Signal wires on met3:
Bar = 20 um.
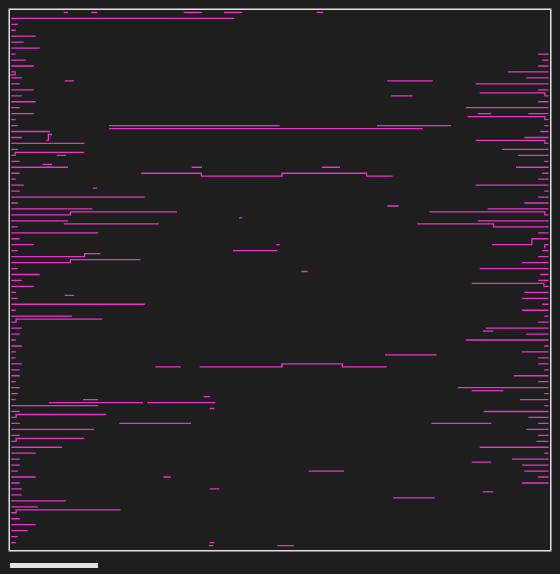
Clock routing:
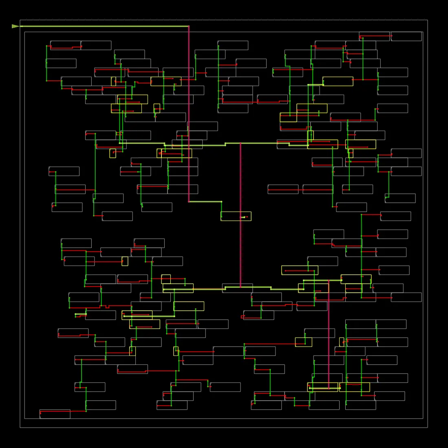
Placement by cell class:
Fill, decap, tap and diode cells in gray.
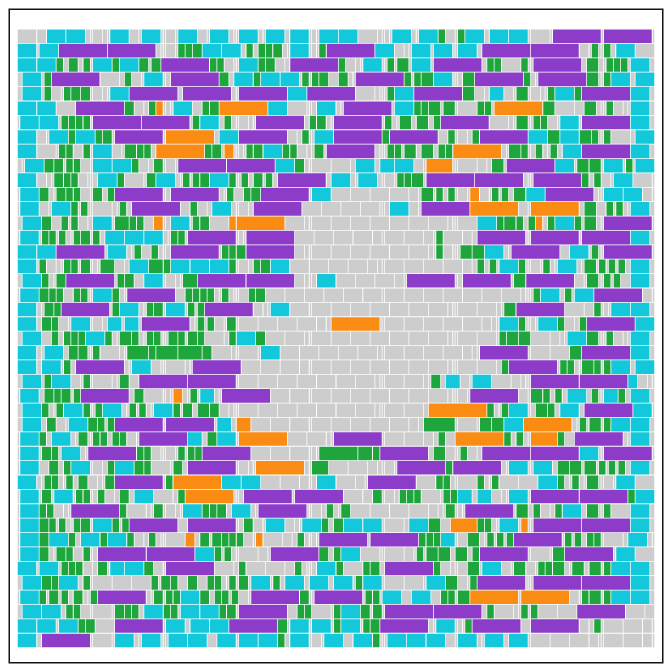
--- src/rtl/riscv_mem_pkg.sv ---
// Shared types and constants for the instruction/data memory arbiter.
package riscv_mem_pkg;

  localparam int XLEN = 32;
  localparam int BE_W = XLEN / 8;

  // Transaction life cycle: one memory access is outstanding at most.
  typedef enum logic [1:0] {
    IDLE  = 2'd0,
    ISSUE = 2'd1,
    WAIT  = 2'd2
  } arb_state_e;

  // Which requester owns the transaction in flight.
  typedef enum logic {
    OWN_IF = 1'b0,
    OWN_D  = 1'b1
  } owner_e;

  // Request fields captured at the grant edge and replayed on the memory port.
  typedef struct packed {
    logic            we;
    logic [XLEN-1:0] addr;
    logic [XLEN-1:0] wdata;
    logic [BE_W-1:0] be;
  } mem_txn_t;

  // Instruction fetches are always full-word reads.
  function automatic mem_txn_t fetch_txn(input logic [XLEN-1:0] addr);
    mem_txn_t t;
    t.we    = 1'b0;
    t.addr  = addr;
    t.wdata = '0;
    t.be    = '1;
    return t;
  endfunction

  function automatic mem_txn_t data_txn(input logic            we,
                                        input logic [XLEN-1:0] addr,
                                        input logic [XLEN-1:0] wdata,
                                        input logic [BE_W-1:0] be);
    mem_txn_t t;
    t.we    = we;
    t.addr  = addr;
    t.wdata = wdata;
    t.be    = be;
    return t;
  endfunction

endpackage

--- src/rtl/mem_arb_select.sv ---
// Grant selection between fetch and data requesters. Data wins ties until it
// has been granted MAX_DATA_STREAK times in a row; then a waiting fetch wins.
module mem_arb_select
  import riscv_mem_pkg::*;
#(
  parameter int MAX_DATA_STREAK = 2
) (
  input  logic clk,
  input  logic rst,
  input  logic arb_en,
  input  logic if_req,
  input  logic d_req,
  output logic if_gnt,
  output logic d_gnt
);

  localparam int SW = (MAX_DATA_STREAK < 1) ? 1 : $clog2(MAX_DATA_STREAK + 1);
  localparam logic [SW-1:0] STREAK_MAX = SW'(MAX_DATA_STREAK);

  logic [SW-1:0] streak_q, streak_d;
  owner_e        pick;

  // Pick the winner and gate the grants with the arbitration window.
  always_comb begin
    // NOTE: every signal written here gets a value on every path, so no latch is inferred.
    pick = OWN_D;
    if (if_req && (!d_req || (streak_q == STREAK_MAX))) begin
      pick = OWN_IF;
    end
    if_gnt = arb_en && if_req && (pick == OWN_IF);
    d_gnt  = arb_en && d_req && (pick == OWN_D);
  end

  // Count consecutive data grants, saturating; a fetch grant restarts the count.
  always_comb begin
    streak_d = streak_q;
    if (if_gnt) begin
      streak_d = '0;
    end else if (d_gnt && (streak_q != STREAK_MAX)) begin
      streak_d = streak_q + SW'(1);
    end
  end

  // Streak register.
  always_ff @(posedge clk or posedge rst) begin
    // NOTE: sequential state uses non-blocking assignments so every flop samples pre-edge values.
    if (rst) begin
      streak_q <= '0;
    end else begin
      streak_q <= streak_d;
    end
  end

endmodule

--- src/rtl/mem_arbiter.sv ---
// Two-requester (instruction fetch / load-store) arbiter onto a single
// memory port with at most one transaction outstanding.
module mem_arbiter
  import riscv_mem_pkg::*;
#(
  parameter int MAX_DATA_STREAK = 2
) (
  input  logic            clk,
  input  logic            rst,
  input  logic            if_req,
  input  logic [XLEN-1:0] if_addr,
  output logic            if_gnt,
  output logic            if_rvalid,
  output logic [XLEN-1:0] if_rdata,
  input  logic            d_req,
  input  logic            d_we,
  input  logic [XLEN-1:0] d_addr,
  input  logic [XLEN-1:0] d_wdata,
  input  logic [BE_W-1:0] d_be,
  output logic            d_gnt,
  output logic            d_rvalid,
  output logic [XLEN-1:0] d_rdata,
  output logic            mem_req,
  output logic            mem_we,
  output logic [XLEN-1:0] mem_addr,
  output logic [XLEN-1:0] mem_wdata,
  output logic [BE_W-1:0] mem_be,
  input  logic            mem_gnt,
  input  logic            mem_rvalid,
  input  logic [XLEN-1:0] mem_rdata,
  output logic            proto_err
);

  arb_state_e      state_q, state_d;
  owner_e          owner_q;
  mem_txn_t        txn_q;
  logic            if_rvalid_q, d_rvalid_q;
  logic [XLEN-1:0] if_rdata_q, d_rdata_q;
  logic            proto_err_q;

  logic arb_en;
  logic sel_if_gnt, sel_d_gnt;
  logic resp_accept, resp_spurious;

  // Grants are only offered while idle and never while reset is applied.
  always_comb begin
    arb_en = (state_q == IDLE) && !rst;
  end

  mem_arb_select #(
    .MAX_DATA_STREAK (MAX_DATA_STREAK)
  ) u_select (
    .clk    (clk),
    .rst    (rst),
    .arb_en (arb_en),
    .if_req (if_req),
    .d_req  (d_req),
    .if_gnt (sel_if_gnt),
    .d_gnt  (sel_d_gnt)
  );

  // State register.
  always_ff @(posedge clk or posedge rst) begin
    if (rst) begin
      state_q <= IDLE;
    end else begin
      state_q <= state_d;
    end
  end

  // Next state: a same-cycle accept+response skips WAIT entirely.
  always_comb begin
    state_d = state_q;
    unique case (state_q)
      IDLE:    if (sel_if_gnt || sel_d_gnt) state_d = ISSUE;
      ISSUE:   if (mem_gnt) state_d = mem_rvalid ? IDLE : WAIT;
      WAIT:    if (mem_rvalid) state_d = IDLE;
      default: state_d = IDLE;
    endcase
  end

  // Outputs and response classification decoded from the current state.
  always_comb begin
    if_gnt        = sel_if_gnt;
    d_gnt         = sel_d_gnt;
    mem_req       = (state_q == ISSUE);
    mem_we        = txn_q.we;
    mem_addr      = txn_q.addr;
    mem_wdata     = txn_q.wdata;
    mem_be        = txn_q.be;
    if_rvalid     = if_rvalid_q;
    if_rdata      = if_rdata_q;
    d_rvalid      = d_rvalid_q;
    d_rdata       = d_rdata_q;
    proto_err     = proto_err_q;
    resp_accept   = mem_rvalid &&
                    (((state_q == ISSUE) && mem_gnt) || (state_q == WAIT));
    resp_spurious = mem_rvalid &&
                    ((state_q == IDLE) || ((state_q == ISSUE) && !mem_gnt));
  end

  // Capture the winner's request so the requester may drop it after the grant.
  always_ff @(posedge clk or posedge rst) begin
    if (rst) begin
      txn_q   <= '0;
      owner_q <= OWN_IF;
    end else if (sel_if_gnt) begin
      txn_q   <= fetch_txn(if_addr);
      owner_q <= OWN_IF;
    end else if (sel_d_gnt) begin
      txn_q   <= data_txn(d_we, d_addr, d_wdata, d_be);
      owner_q <= OWN_D;
    end
  end

  // Route an accepted response to its owner as a one-cycle registered pulse;
  // read data holds until that owner's next response.
  always_ff @(posedge clk or posedge rst) begin
    if (rst) begin
      if_rvalid_q <= 1'b0;
      d_rvalid_q  <= 1'b0;
      if_rdata_q  <= '0;
      d_rdata_q   <= '0;
    end else begin
      if_rvalid_q <= resp_accept && (owner_q == OWN_IF);
      d_rvalid_q  <= resp_accept && (owner_q == OWN_D);
      if (resp_accept && (owner_q == OWN_IF)) begin
        if_rdata_q <= mem_rdata;
      end
      if (resp_accept && (owner_q == OWN_D)) begin
        d_rdata_q <= mem_rdata;
      end
    end
  end

  // Sticky flag for a memory response that arrives with nothing to answer.
  always_ff @(posedge clk or posedge rst) begin
    if (rst) begin
      proto_err_q <= 1'b0;
    end else if (resp_spurious) begin
      proto_err_q <= 1'b1;
    end
  end

endmodule

--- config.mk ---
export PLATFORM = sky130hd
export DESIGN_NAME = mem_arbiter
export DESIGN_NICKNAME = d
export VERILOG_FILES = /design/src/rtl/riscv_mem_pkg.sv /design/src/rtl/mem_arb_select.sv /design/src/rtl/mem_arbiter.sv
export SDC_FILE = /design/constraint.sdc
export NUM_CORES = 1
export LEC_CHECK = 0
export ABC_AREA = 1
export CORE_UTILIZATION = 42
export DETAILED_ROUTE_END_ITERATION = 10
export PLACE_DENSITY = 0.81
export SYNTH_ARGS = -nofsm -noshare
export SYNTH_HDL_FRONTEND = slang
export SYNTH_SLANG_ARGS = --single-unit
--- constraint.sdc ---
create_clock -name clk -period 6.4 [get_ports clk]
set_input_delay 1.92 -clock clk [delete_from_list [all_inputs] [get_ports clk]]
set_output_delay 1.92 -clock clk [all_outputs]
set_load 0.005 [all_outputs]
==> run summary <==
fresh numbers from the pnr run: flip-flops with a built-in enable=0, fin crit share=slightly above 90%, Largest cells by area=dfrtp_1 (57%), nand2_1 (21%), nand3_1 (8.1%), most numerous logic cells after layout=nand2_1 (338), clkdlybuf4s50_1 (276), dfrtp_1 (141), nand3_1 (100), nand4_1 (64), initial antenna violation count=0, dpl hpwl=between 10 and 15 mm, Int Power=~2.7 mW, Clock power frac=between 20% and 30%, logic share of the area=about a quarter, Min Hold Slack=0.467 ns, starting density of the core=43.8%, R2R setup slack=about 3.8 ns, FMAX=approximately 0.17 GHz, tap cells=approximately 180, status=complete, no violations, Worst Hold Launch=if_rdata[3]$_DFFE_PP0P_, fraction of area in registers=around 37%, WP data arrival=a little under 4 ns, Top pwr grp=combinational cells, antenna violation net count after detailed routing=0, CP Launch Type=primary input, met2 Use GR=around two fifths, crit path max-delay cell type=clkdlybuf4s50_1, number of cells in Yosys stat=around 740, drt drc=0, comb_multi_in=around 520, mux frac, synth=0%, Worst R2R Start=state_q[0]$_DFFE_PP0P_, Ys Warns=0, RSZ-0062 raised after global routing=no, # fillers=between 1,000 and 1,500, Cells after Synth=around 740, Max VDD drop=roughly 0.00019 V, Net Sw Frac=about a third, Layout area overhead=55.1%, Hold Path Sink=if_rdata[3]$_DFFE_PP0P_, slowest stage delay, CP=around 0.52 ns, comb pwr=between 1.5 and 2 mW, combinational group share of total power=between 30% and 40%, Layout Utilization=68.0%, setup ws final=approximately 0.56 ns, synthesis area per yosys=6180 um^2, critical path, cell by cell=clkdlybuf4s50_1, a21boi_2, nand2_1, inv_1, clkdlybuf4s50_1, Reg2Reg Depth=8, Syn Area/Cell=8.33 um^2, met3 WL=1.56 mm, M3 GR Usage=a little under 8%, Routed WL=about 19 mm, Final clock-cell share=5.72%, most frequent logic cell in the layout=nand2_1, met2 wire length=~8.9 mm, die height=approximately 120 um, die width=approximately 120 um, layout cells sized above 1=approximately 5%, post-placement cell area=~9000 um^2, Synth top cells by count=nand2_1 (338), dfrtp_1 (141), nand3_1 (100), met1 wire length=between 7 and 8 mm, area leader, netlist=dfrtp_1, vias in the first global route=between 5,000 and 6,000, Largest area class, layout=sequential cells, non-clock inverter count in the final layout=22, first-pass GRT wire length=29.5 mm, input/output buffers=around 280, max-cap violations=0, post-CTS sizing=0, worst slew pin tran=between 1 and 1.5 ns, total negative slack=0 ns, max-slew violations=0, Synth logic family=simple AND/OR/NAND/NOR gates, Most common cell on crit path=clkdlybuf4s50_1, Finished Cell Area=about 9600 um^2, post-synthesis async set-or-reset flop share=100%, drt pass-1 iters=4, vias per inst=about 5.1, Simple-Gate Fraction of Synth Area=a little over a third, Req. time, crit path=4.48 ns, CTS tree=yes, count of plain and timing-repair buffers=290, CP max FO=9, Max transition margin=29.3%, post-synth cell types=23, CP endpoint=if_gnt, Log Warnings=28, yosys adder share=less than 1%, hold depth=2, Post-Place Cells=roughly 1,200, Worst-path clk slew=0.05 ns
Back to the opening pictures, 'signal wires on met3':
The longest straight run is 71.3 um. 189 nets have wire on it. The wires run mostly horizontal. The layer holds 8.4% of the routed length. The layer carries 1,560 um of wire.

Back to the opening pictures, 'clock routing':
number of CTS-inserted buffers: 17
# clk buffers: 25
flop count: 141
Clock Sinks: 141
Late-Pin Clk Latency: 0.41 ns

Back to the opening pictures, 'placement by cell class':
Key: clock drivers and dummy loads = orange [cells 32, share of their area 5.9%]; other buffers and delay cells = cyan [cells 290, share of their area 31%]; all other logic = green [cells 544, share of their area 26%]; flip-flops = purple [cells 141, share of their area 38%]

Power is estimated from default activity; no workload was simulated.
